File: config.mk
export PLATFORM = sky130hd
export DESIGN_NAME = tinyalu_gen
export DESIGN_NICKNAME = d
export VERILOG_FILES = /design/src/rtl/tinyalu_gen_pkg.sv /design/src/rtl/tinyalu_gen_mul_pipe.sv /design/src/rtl/tinyalu_gen.sv
export SDC_FILE = /design/constraint.sdc
export NUM_CORES = 1
export LEC_CHECK = 0
export ABC_AREA = 1
export CAP_MARGIN = 20
export CORE_ASPECT_RATIO = 1.4
export CORE_MARGIN = 1.5
export CORE_UTILIZATION = 45
export CTS_BUF_LIST = sky130_fd_sc_hd__clkbuf_16
export CTS_CLUSTER_DIAMETER = 30
export CTS_CLUSTER_SIZE = 30
export DETAILED_ROUTE_END_ITERATION = 8
export PLACE_DENSITY = 0.63
export SETUP_SLACK_MARGIN = 0.1
export SYNTH_ARGS = -nofsm -noshare
export SYNTH_HDL_FRONTEND = slang
export SYNTH_SLANG_ARGS = --single-unit
File: constraint.sdc
create_clock -name clk -period 14.55 [get_ports clk]
set_input_delay 2.91 -clock clk [delete_from_list [all_inputs] [get_ports clk]]
set_output_delay 2.91 -clock clk [all_outputs]
set_load 0.05 [all_outputs]
File: src/rtl/tinyalu_gen_pkg.sv
// Shared opcode/state types for the tinyalu_gen datapath.
package tinyalu_gen_pkg;

  typedef enum logic [2:0] {
    OP_NOP = 3'd0,
    OP_ADD = 3'd1,
    OP_AND = 3'd2,
    OP_XOR = 3'd3,
    OP_MUL = 3'd4,
    OP_SUB = 3'd5,
    OP_MAC = 3'd6,
    OP_CLR = 3'd7
  } op_e;

  typedef enum logic {
    IDLE     = 1'b0,
    MUL_WAIT = 1'b1
  } state_e;

  function automatic logic is_multicycle(input op_e op);
    return (op == OP_MUL) || (op == OP_MAC);
  endfunction

endpackage

File: src/rtl/tinyalu_gen_mul_pipe.sv
// Registered W x W multiplier; the top's result register is the final stage,
// so this block holds MUL_LAT-1 stages with a matching valid shift register.
module tinyalu_gen_mul_pipe #(
  parameter int W       = 8,
  parameter int MUL_LAT = 3
) (
  input  logic           clk,
  input  logic           reset,
  input  logic           in_valid_i,
  input  logic [W-1:0]   a_i,
  input  logic [W-1:0]   b_i,
  output logic           out_valid_o,
  output logic [2*W-1:0] product_o
);

  localparam int N = MUL_LAT - 1;

  logic [N-1:0]   vld_q;
  logic [2*W-1:0] prod_q [N];

  always_ff @(posedge clk) begin
    if (reset) begin
      vld_q[0] <= 1'b0;
    end else begin
      vld_q[0] <= in_valid_i;
    end
    if (in_valid_i) begin
      prod_q[0] <= {{W{1'b0}}, a_i} * {{W{1'b0}}, b_i};
    end
  end

  for (genvar gi = 1; gi < N; gi++) begin : g_stage
    always_ff @(posedge clk) begin
      if (reset) begin
        vld_q[gi] <= 1'b0;
      end else begin
        vld_q[gi] <= vld_q[gi-1];
      end
      prod_q[gi] <= prod_q[gi-1];
    end
  end

  assign out_valid_o = vld_q[N-1];
  assign product_o   = prod_q[N-1];

endmodule

File: src/rtl/tinyalu_gen.sv
// Parametrised ALU with start/done handshake, pipelined MUL/MAC and a sticky-overflow
// accumulator. Define TINYALU_GEN_STATUS_EN to add the status[1:0] = {carry, zero} output.
module tinyalu_gen
  import tinyalu_gen_pkg::*;
#(
  parameter int W       = 8,
  parameter int MUL_LAT = 3,
  parameter int ACC_W   = 2*W+8
) (
  input  logic           clk,
  input  logic           reset,
  input  logic           start,
  input  logic [2:0]     op,
  input  logic [W-1:0]   A,
  input  logic [W-1:0]   B,
  output logic           done,
  output logic           busy,
  output logic [2*W-1:0] result,
  output logic           acc_ovf
`ifdef TINYALU_GEN_STATUS_EN
  ,
  output logic [1:0]     status
`endif
);

  localparam int R = 2*W;

  state_e           state_q;
  logic             done_q;
  logic [R-1:0]     result_q;
  logic [ACC_W-1:0] acc_q;
  logic             acc_ovf_q;
  logic             mac_q;

  op_e              op_in;
  logic [R-1:0]     a_ext, b_ext;
  logic [R-1:0]     alu_res_d;
  logic             alu_carry_d;
  logic             accept;
  logic             pipe_vld;
  logic [R-1:0]     pipe_prod;
  logic [ACC_W:0]   acc_sum_d;

  assign op_in  = op_e'(op);
  assign a_ext  = {{W{1'b0}}, A};
  assign b_ext  = {{W{1'b0}}, B};
  assign accept = start && (state_q == IDLE);

  always_comb begin
    alu_res_d   = '0;
    alu_carry_d = 1'b0;
    case (op_in)
      OP_ADD: begin
        alu_res_d   = a_ext + b_ext;
        alu_carry_d = alu_res_d[W];
      end
      OP_SUB: begin
        alu_res_d   = a_ext - b_ext;
        alu_carry_d = (A < B);
      end
      OP_AND:  alu_res_d = a_ext & b_ext;
      OP_XOR:  alu_res_d = a_ext ^ b_ext;
      default: alu_res_d = '0;
    endcase
  end

  // Extra top bit captures the carry out of the accumulator for acc_ovf.
  assign acc_sum_d = {1'b0, acc_q} + {{(ACC_W-R+1){1'b0}}, pipe_prod};

  tinyalu_gen_mul_pipe #(
    .W       (W),
    .MUL_LAT (MUL_LAT)
  ) u_mul_pipe (
    .clk         (clk),
    .reset       (reset),
    .in_valid_i  (accept && is_multicycle(op_in)),
    .a_i         (A),
    .b_i         (B),
    .out_valid_o (pipe_vld),
    .product_o   (pipe_prod)
  );

`ifdef TINYALU_GEN_STATUS_EN
  logic [1:0] status_q;
`endif

  always_ff @(posedge clk) begin
    if (reset) begin
      state_q   <= IDLE;
      done_q    <= 1'b0;
      result_q  <= '0;
      acc_q     <= '0;
      acc_ovf_q <= 1'b0;
      mac_q     <= 1'b0;
`ifdef TINYALU_GEN_STATUS_EN
      status_q  <= 2'b00;
`endif
    end else begin
      done_q <= 1'b0;
      unique case (state_q)
        IDLE: begin
          if (start) begin
            case (op_in)
              OP_NOP: ;
              OP_MUL, OP_MAC: begin
                state_q <= MUL_WAIT;
                mac_q   <= (op_in == OP_MAC);
              end
              OP_CLR: begin
                acc_q     <= '0;
                acc_ovf_q <= 1'b0;
                result_q  <= '0;
                done_q    <= 1'b1;
`ifdef TINYALU_GEN_STATUS_EN
                status_q  <= 2'b01;
`endif
              end
              default: begin
                result_q <= alu_res_d;
                done_q   <= 1'b1;
`ifdef TINYALU_GEN_STATUS_EN
                status_q <= {alu_carry_d, (alu_res_d == '0)};
`endif
              end
            endcase
          end
        end
        MUL_WAIT: begin
          if (pipe_vld) begin
            state_q <= IDLE;
            done_q  <= 1'b1;
            if (mac_q) begin
              acc_q     <= acc_sum_d[ACC_W-1:0];
              acc_ovf_q <= acc_ovf_q | acc_sum_d[ACC_W];
              result_q  <= acc_sum_d[R-1:0];
`ifdef TINYALU_GEN_STATUS_EN
              status_q  <= {1'b0, (acc_sum_d[R-1:0] == '0)};
`endif
            end else begin
              result_q  <= pipe_prod;
`ifdef TINYALU_GEN_STATUS_EN
              status_q  <= {1'b0, (pipe_prod == '0)};
`endif
            end
          end
        end
        default: state_q <= IDLE;
      endcase
    end
  end

  assign done    = done_q;
  assign busy    = (state_q == MUL_WAIT);
  assign result  = result_q;
  assign acc_ovf = acc_ovf_q;
`ifdef TINYALU_GEN_STATUS_EN
  assign status  = status_q;
`endif

endmodule

Run 1, cell area per tile:
Drawn at 2 px/um. The die is cut into 11 by 15 equal tiles; dark blue is low, red is high, 0 to 100% covered.
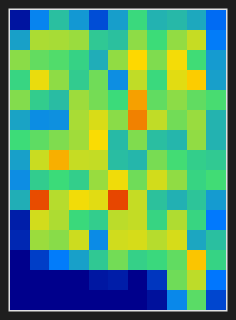
nearly empty tiles: 7.9%
emptiest ninth of the die: south-west
densest ninth of the die: center
tiles over 75% full: 4.8%
fullest tile: 92%

Run 1, placed standard cells:
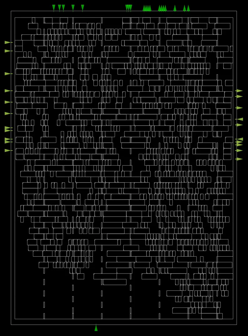
FILL cells: 1560
Final Instance Count excl. Fillers: 1237
Core Footprint: 15100 um2
register fraction of the total cell area: 22.2%

Run 1, placed cells, one color a class:
Drawn at 2 px/um.
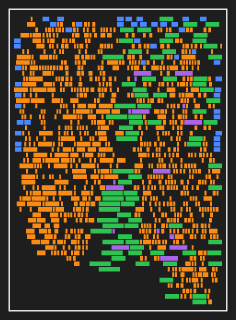
[sequential cells] green | cells: 78 | share of their area: 23%
[clock drivers and dummy loads] purple | cells: 16 | share of their area: 3.4%
[combinational and other logic] orange | cells: 908 | share of their area: 68%
[remaining buffers and delay cells] blue | cells: 43 | share of their area: 5.6%

Run 1, met1 routing:
Drawn at 3 px/um. Supply wires on this layer in gray. Cells faint in the background.
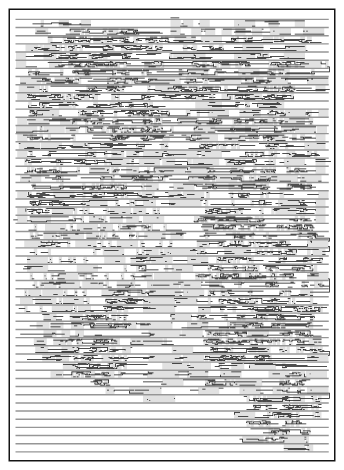
share of all routed wire: 42%
main direction: horizontal

==> summary.txt, run 1 <==
Reports from this run.

- VDD sags by at most 0.0000652 V.
- The clock transition time at the flip-flop clock pins of the worst setup and hold paths reads 0.06 ns.
- The prevailing logic family in the synthesized netlist reads simple AND/OR/NAND/NOR gates.
- Switching power as a fraction of the total was reported as 38.2%.
- The register ranked first by flip-flop count reads u_mul_pipe.prod_q.
- The yosys-reported design area after synthesis is 6950 um2.
- The portion of the post-synthesis area used by sequential elements reads 24.8%.
- The kind of end point of the critical path reads a flop.
- The number of buffers added to fix hold violations after cts reads 0.
- The number of failing setup endpoints in the final timing report is 0.
- In this run the tools logged warnings totalling 34.
- RePlAce ended its routability-driven mode at a weighted congestion of 0.894.
- Multi-input combinational cells in the finished layout were counted as 712.
- Clock tree buffers and inverters occupy 3.34% of the routed design's cell area.
- The maximum number of pins on one net before global-route repair reads 31.
- The largest contributor to cell area by class is logic gates.
- The pin closest to its max-slew limit shows a slew of 1.03 ns.
- The clock insertion delay at the later pin of the skew report is 0.34 ns.
- Once placement completed, the tool counted placed cells totaling 1221.
- The DRC violation count after routing is 0.
- The number of well taps reads 192.
- The cell depth of the worst setup path is 17.
- The register-to-register setup slack is 12.25 ns.
- The source of the worst register-to-register timing path reads busy$_SDFF_PP0_.
- For this run the top cell type by instance count after synthesis was sky130_fd_sc_hd__nand2_1.
- Summing the areas of all and, or, nand and nor instances in the mapped netlist gives 28.6% of the synthesized area.
- The final-layout setup total negative slack is 0 ns.
- CTS placed an instance of sky130_fd_sc_hd__clkbuf_16 at the clock tree root.
- STA shows the worst min-delay path finishing at u_mul_pipe.prod_q[0][31]$_DFF_P_.
- The total grt overflow is 0.
- The report lists the number of standard-cell rows as 53.
- The via density per instance reads 5.06.
- The flow ran to the end, and the final reports show no timing, DRC or antenna violations.
- The total area of multi-input combinational cells reads 4380 um2.
- The post-placement setup slack reads 6.88 ns.
- The register area is 1720 um2.
- The capture point of the worst register-to-register path is recorded as acc_q[20]$_SDFFE_PP0P_.
- The number of cells on the worst hold path is listed as 0.
- The starting DRC count in detailed routing reads 414.
- The total nets after synthesis is 1140.
- STA classifies the critical path startpoint as a primary input.
- The number of flip-flops in the largest register is 32.
- The die extent in x reads 108 um.
- The number of antenna violations at the first check in global routing is 0.
- The TritonCTS clock tree is done.
- Yosys reports that the leading cell type by area covers 17.9% of the netlist area.
- The biggest cell delay along the critical path is 0.78 ns.
-- run 1: cell usage in the layout, fill, tap and decap left out, drive strengths merged, types with 4 or more instances in the layout --
master | netlist | final
o21ai | 33 | 33
a22oi | 5 | 5
nand2 | 298 | 298
inv | 196 | 198
ha | 68 | 68
dfxtp | 62 | 62
edfxtp | 16 | 16
a21oi | 67 | 67
nor2 | 74 | 74
xnor2 | 6 | 6
clkbuf | 16 | 9
xor2 | 8 | 8
nor3 | 8 | 8
nand3 | 71 | 71
clkdlybuf4s50 | 0 | 40
clkinv | 0 | 4
a31oi | 4 | 4
fa | 39 | 39
nand4 | 13 | 13
-- run 1: routing by layer --
metal,wire (um),global-route usage [%]
met5,0,0
met4,452,8.68
met3,462,3.14
met2,9470,43.4
met1,7390,26.6
Run 1, wires at chosen ports, followed through buffers:
Drawn at 2 px/um.
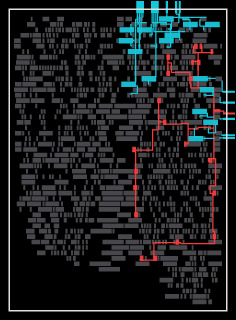

--- run 2 (diff from run 1) ---
Settings changed: PLACE_DENSITY 0.63 to 0.65.
Clock period 14.55 ns to 6.2 ns, I/O delays scaled along.
Run 2, wires at chosen ports, followed through buffers:
Drawn at 2 px/um.
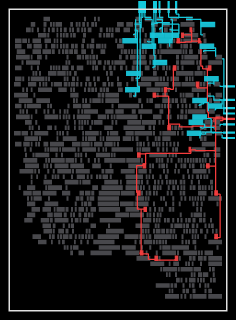
[`reset`] red | bits: 1 | direction: input | end cells: 21 | buffers: 2 | wire: 352 um
[`result`] cyan | bits: 16 | direction: output | end cells: 16 | buffers: 16 | wire: 408 um

Run 2, cell area per tile:
Drawn at 2 px/um. The die is cut into 11 by 15 equal tiles; dark blue is low, red is high, 0 to 100% covered.
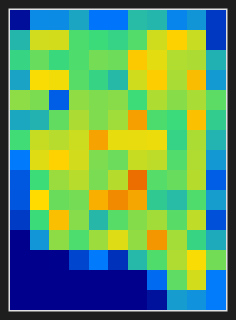
Final Core Density: 52.0%
Init Core Util: 46.1%

Run 2, placed cells, one color a class:
Drawn at 2 px/um.
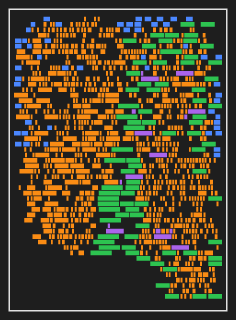
[sequential cells] green | cells: 78 | share of their area: 23%
[clock drivers and dummy loads] purple | cells: 16 | share of their area: 3.4%
[combinational and other logic] orange | cells: 908 | share of their area: 68%
[remaining buffers and delay cells] blue | cells: 51 | share of their area: 6.4%

==> run 2 against run 1 <==
Combinational power is 140% higher. Wire length down 1.1%. Flip-flop count did not move. Global-route usage down 0.30 points. Cell count rose by 0.65%. Worst hold slack gained 0.0094 ns. Via count rose by 1.1%.
==> summary.txt, run 2 <==
Reports from this run.

- In this run, the number of DRC markers left after iteration 0 of detailed routing was 320.
- The post-placement setup slack is 0.286 ns.
- The launching element type of the critical path reads a primary input.
- The transition time at the pin with the least slew margin reads 0.633 ns.
- The finished layout holds 1245 standard cells, fillers aside.
- The total nets after synthesis is 1140.
- The worst setup path is captured at a flop.
- The number of flip-flops in the largest register is 32.
- The maximum VDD drop reads 0.000173 V.
- The via density per instance reads 5.08.
- In this run the number of cells on the critical path is 16.
- The instance count after placement with tap cells included reads 1229.
- The number of cells traversed by the worst hold path is 0.
- Per the OpenROAD floorplan log, the width of the die is 108 um.
- The run finished with clean final reports.
- The switching share of power reads 38.1%.
- The most instantiated logic cell after routing is sky130_fd_sc_hd__nand2_1.
- Buffers inserted to repair hold after CTS numbered 0.
- The final weighted congestion of routability-driven global placement is 0.962.
- The clock transition time at the flip-flop clock pins of the worst setup and hold paths reads 0.06 ns.
- The prevailing logic family in the synthesized netlist reads simple AND/OR/NAND/NOR gates.
[run 2: cell counts after synthesis]
Identical to the previous run, type by type.
[run 2: per-layer routing]
metal	up-vias	global-route usage (%)	share of wire, %
li1	3240	-	-
met4	0	12.8	5.0
met1	2908	25.6	41
met2	133	41.7	51
met5	-	0	0
met3	41	2.79	3.0
[run 2: area by class of cell]
class	count	area, um2	area share [%]
tap	192	240	3.07
multi-input combinational	712	4380	56.0
inverter	196	741	9.46
timing repair buffer	51	483	6.17
clock buffer	9	225	2.88
sequential	78	1720	22.0
clock inverter	7	35.0	0.448
[run 2: power by group through the flow]
stage               Combinational, mW  Sequential, mW  Clock, mW
CTS                             0.796           0.602      0.475
detailed placement              0.789           0.613          0
global route                    0.904           0.606      0.495
floorplan                       0.559           0.640          0
global placement                0.783           0.613          0
finish                          0.789           0.602      0.464
Run 2, placed standard cells:
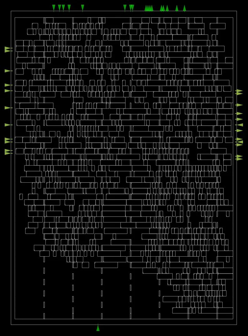

--- run 3 (diff from run 2) ---
Settings changed: CORE_MARGIN 1.5 to 4.
Run 3, placed standard cells:
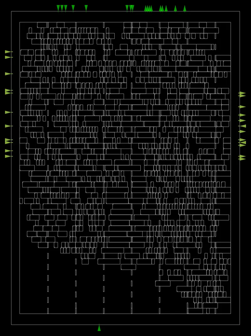
Final Instance Count excl. Fillers: 1242
FILL cells: 1504

Run 3, wires at chosen ports, followed through buffers:
Drawn at 2 px/um.
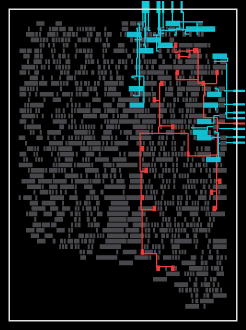
[`reset`] red | bits: 1 | direction: input | end cells: 21 | buffers: 1 | wire: 339 um
[`result`] cyan | bits: 16 | direction: output | end cells: 16 | buffers: 16 | wire: 424 um

Run 3, cell area per tile:
Drawn at 2 px/um. The die is cut into 11 by 16 equal tiles; dark blue is low, red is high, 0 to 100% covered.
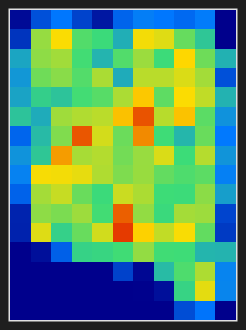
mean over tiles: 43%
nearly empty tiles: 14%
fullest tile: 93%
densest ninth of the die: center
emptiest ninth of the die: south-west

==> run 3 against run 2 <==
Synthesized cell count did not move. Die area rose by 8.1%. Register-to-register slack got worse by 0.02 ns. Flip-flop count did not move. Core utilization fell by 0.16 points.
==> summary.txt, run 3 <==
Reports from this run.

- Clock network power for this build is 0.461 mW.
- The share of synthesized cell area in and, or, nand and nor gates is 28.6%.
- In this run switching power makes up 37.8% of total power.
- In the power breakdown, the biggest contributor is combinational logic.
- The transition time at the pin with the least slew margin is 1.00 ns.
- The via density per instance is 5.07.
- The number of combinational gates with multiple inputs is 712.
- The number of well taps is 192.
- The layout sequential cell count is 78.
- The portion of the post-synthesis area used by sequential elements is 24.8%.
- Multi-input logic gates represent a cell area share of 56.1%.
- Summed over all sequential cells, the power is 0.603 mW.
- The run finished with clean final reports.
- The die extent in x reads 113 um.
- The number of cells traversed by the worst hold path reads 0.
- Entering global routing, the biggest net connects 31 pins.
- The fraction of area in clock buffers and inverters is 3.32%.
- The number of antenna violations at the first check in global routing came to 0.
- The register-to-register setup slack reads 3.96 ns.
- The register ranked first by flip-flop count reads u_mul_pipe.prod_q.
- The number of buffers other than clock buffers in the final layout is 48.
- In the CTS report, the clock slew at the register clock pins of the worst setup and hold paths is listed as 0.06 ns.
==> run 3: cell count changes in the layout (fill, tap and decap cells not counted), sizes merged <==
cell	previous run	this run
buf	11	8
inv	199	197
clkinv	3	5
==> run 3: per-layer routing <==
metal	part of all wire, %	vias to the layer above	track usage (%)
li1	-	3221	-
met1	41	2917	23.6
met2	53	134	38.1
met3	2.8	31	1.63
met4	3.0	0	7.90
met5	0	-	0
==> run 3: stage by stage <==
| step | setup WS (ns) | hold WS (ns) |
|---|---|---|
| floorplan | 1.05 | 0.323 |
| global placement | 0.390 | 0.324 |
| detailed placement | 0.364 | 0.327 |
| CTS | 0.716 | 0.340 |
| global route | 0.415 | 0.343 |
| finish | 0.731 | 0.338 |
Power is estimated from default activity; no workload was simulated.
